==> config.mk <==
export PLATFORM = sky130hd
export DESIGN_NAME = rb_fill_controller
export DESIGN_NICKNAME = d
export VERILOG_FILES = /design/src/rtl/rb_fill_controller.sv
export SDC_FILE = /design/constraint.sdc
export NUM_CORES = 1
export LEC_CHECK = 0
export CAP_MARGIN = 5
export CORE_UTILIZATION = 58
export CTS_CLUSTER_DIAMETER = 60
export DETAILED_ROUTE_END_ITERATION = 8
export PLACE_DENSITY = 0.83
export SLEW_MARGIN = 20
export SYNTH_ARGS = -nofsm -noshare
export SYNTH_HDL_FRONTEND = slang
export SYNTH_SLANG_ARGS = --single-unit
==> constraint.sdc <==
create_clock -name clk -period 6 [get_ports clk]
set_input_delay 1.2 -clock clk [delete_from_list [all_inputs] [get_ports clk]]
set_output_delay 1.2 -clock clk [all_outputs]
set_load 0.005 [all_outputs]
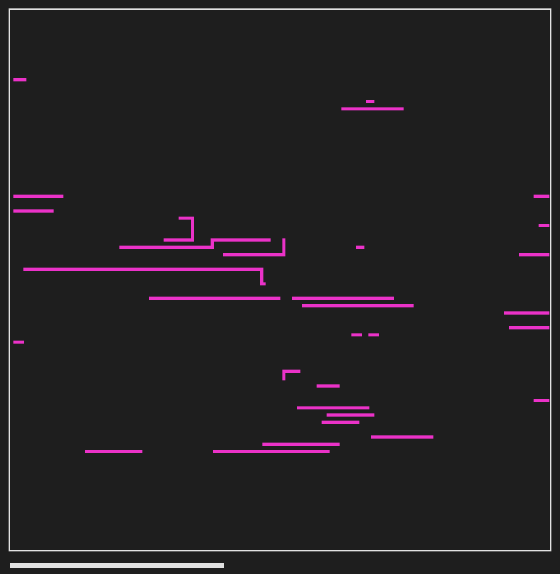
Fig. 1. M3 wires.
Bar = 20 µm.
25 nets have wire on it. The longest straight run is 22.1 µm.
DR vias: 1244
Detailed Route WL: 2950 µm
GR met3 Demand/Resource: 3.64%

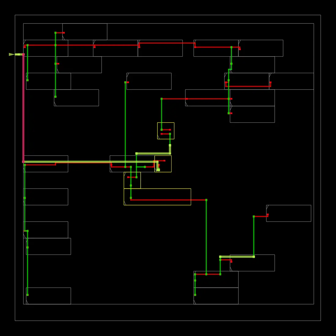
Fig. 2. Clock nets.
worst skew pair latency: 0.32 ns
Setup Skew: 0.00696 ns
flop count: 26

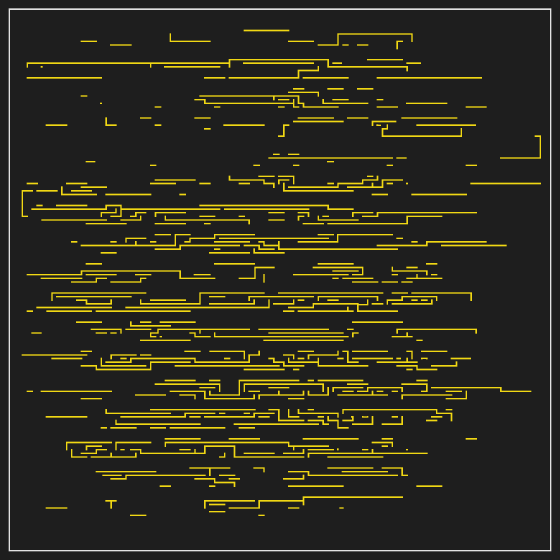
Fig. 3. The metal 1 layer.
The layer holds 45% of the routed length. 163 nets have wire on it. The layer carries 1330 µm of wire. The longest straight run is 18.9 µm. The wires run mostly horizontal.
met1 Track Usage GR: 34.1%

==> impl_metrics.toml <==
# yosys + openroad results
[logic_synthesis]
async_reset_ff_share_pct = 0
fp_nets = 171
synth-seq-cells = 26
synthCells = 164
yosysWarningCount = 0

[routing]
drt_iter0_markers = 32
ant_nets = 0
vias_per_cell = 6.10

[setup_path]
startpoint_type = "flop"
cpMaxStageDelayCell = "dfxtp_1"
critPathBufInv = 0
crit_path_max_incr_delay_ns = 0.47
timing.reg2reg.setup_slack_ns = 3.30
worst_ep_arrival_time_ns = 2.96
path_depth = 9

[layout]
fin_nets = 184
finalNonFillerCells = 204
antenna_cells = 0
layout-drive-gt1-share_pct = 6.82
n_fill_cell = 171

[global_routing]
grt_pass1_vias = 1114
grt.overflow.total = 0

[timing]
finalMaxSlewViolations = 0
post-route-period-util_pct = 45.1
rsz0062_at_grt = "no"

[cts]
htree_levels = 1
clock_sinks = 26
numCtsBuffers = 3
post_cts_resized = 0
tritoncts = "done"

[place]
dp_hpwl_um = 2160
placed_area_mm2 = 0.00151
dp_cells = 200

[floorplanning]
chip_area_mm2 = 0.00254
coreArea_mm2 = 0.00221

[power]
leakage_nw = 0.557

[job]
openroad.warnings = 26
maxCapViolations = 0

[worst_hold_path]
whs_path_depth = 2

[status]
status = "finished clean"
[metrics by stage]
| step | util (%) | worst slack [ns] |
|---|---|---|
| 2_1_floorplan | - | 3.75 |
| 3_3_place_gp | 68.0 | 3.22 |
| 3_5_place_dp | 68.0 | 3.16 |
| 4_1_cts | 70.4 | 3.32 |
| 5_1_grt | 70.4 | 3.10 |
| 6_report | 70.4 | 3.30 |
[layout by cell type, fill, tap and decap left out, drive strengths merged, types with 2 or more instances in the layout]
cell           count
a211oi             2
a21oi              9
a22oi              2
a311oi             2
a31oi              3
and2               2
and3               3
clkbuf             3
clkdlybuf4s50     16
dfxtp             26
ha                 4
mux2i              3
nand2             14
nand3              9
nand3b             2
nand4              5
nor2              24
nor2b              2
nor3               9
o211a              2
o21ai              7
or2                2
or3                6
or4                2
xnor2              5
xor2               4
[metal layers]
layer / vias up / share of wire [%] / global-route usage (%)
met5: - / 0 / 0
met4: 0 / 1.6 / 10.6
met3: 6 / 5.3 / 3.64
met2: 47 / 48 / 39.6
met1: 572 / 45 / 34.1
li1: 619 / - / -
[final cells by class]
type                       count  area [µm²]  share of cell area (%)
sequential                    26         520                    33.4
tap                           28        35.0                    2.25
multi-input combinational    130         790                    50.7
timing repair buffer          16         160                    10.3
clock inverter                 1        30.0                    1.93
clock buffer                   3        22.5                    1.45
[power by group through the flow]
stage               Combinational (W)  Clock (W)  Sequential, W
floorplan                   0.0000173          0       0.000180
global placement            0.0000225          0       0.000182
detailed placement          0.0000235          0       0.000182
CTS                         0.0000236   0.000120       0.000178
global route                0.0000257   0.000127       0.000179
finish                      0.0000237   0.000119       0.000178
[logic make-up (layout without fill, tap and decap cells)]
kind of cell               after synthesis  in the layout  share of synthesized area, %
AOI/OAI and AO/OA                       31             31                          15.0
xor gates and xnor gates                 9              9                          5.81
adders and majority gates                4              4                          3.69
buffers and inverters                    8             20                          3.41
DFF                                     26             26                          38.4
muxes                                    3              3                          2.21
and+or+nand+nor                         83             83                          31.5
[cell usage after synthesis, types with 2 or more instances]
library cell	number	area share (%)
ha_1	4	3.7
mux2i_1	3	2.2
or3_1	5	2.3
dfxtp_1	26	38
xor2_1	4	2.6
nand3b_1	2	1.1
nand3_1	9	3.3
a21oi_1	9	3.3
nand4_1	4	1.8
or2_2	2	0.92
clkbuf_1	4	1.1
a22oi_1	2	1.1
and3_1	2	0.92
nor3_1	9	3.3
nor2b_1	2	0.92
nor2_1	24	6.6
or4_1	2	1.1
a31oi_1	3	1.4
buf_4	2	1.1
o211a_1	2	1.5
o21ai_0	7	2.6
a311oi_1	2	1.3
and2_1	2	0.92
xnor2_1	5	3.2
a211oi_1	2	1.1
nand2_1	14	3.9
[worst min-delay path, delay by kind of cell (launching register included)]
| kind | cells | cell delay [ns] |
|---|---|---|
| flip-flops | 1 | 0.36 |
| AND-OR/OR-AND | 1 | 0.06 |
| AND/OR/NAND/NOR | 1 | 0.06 |
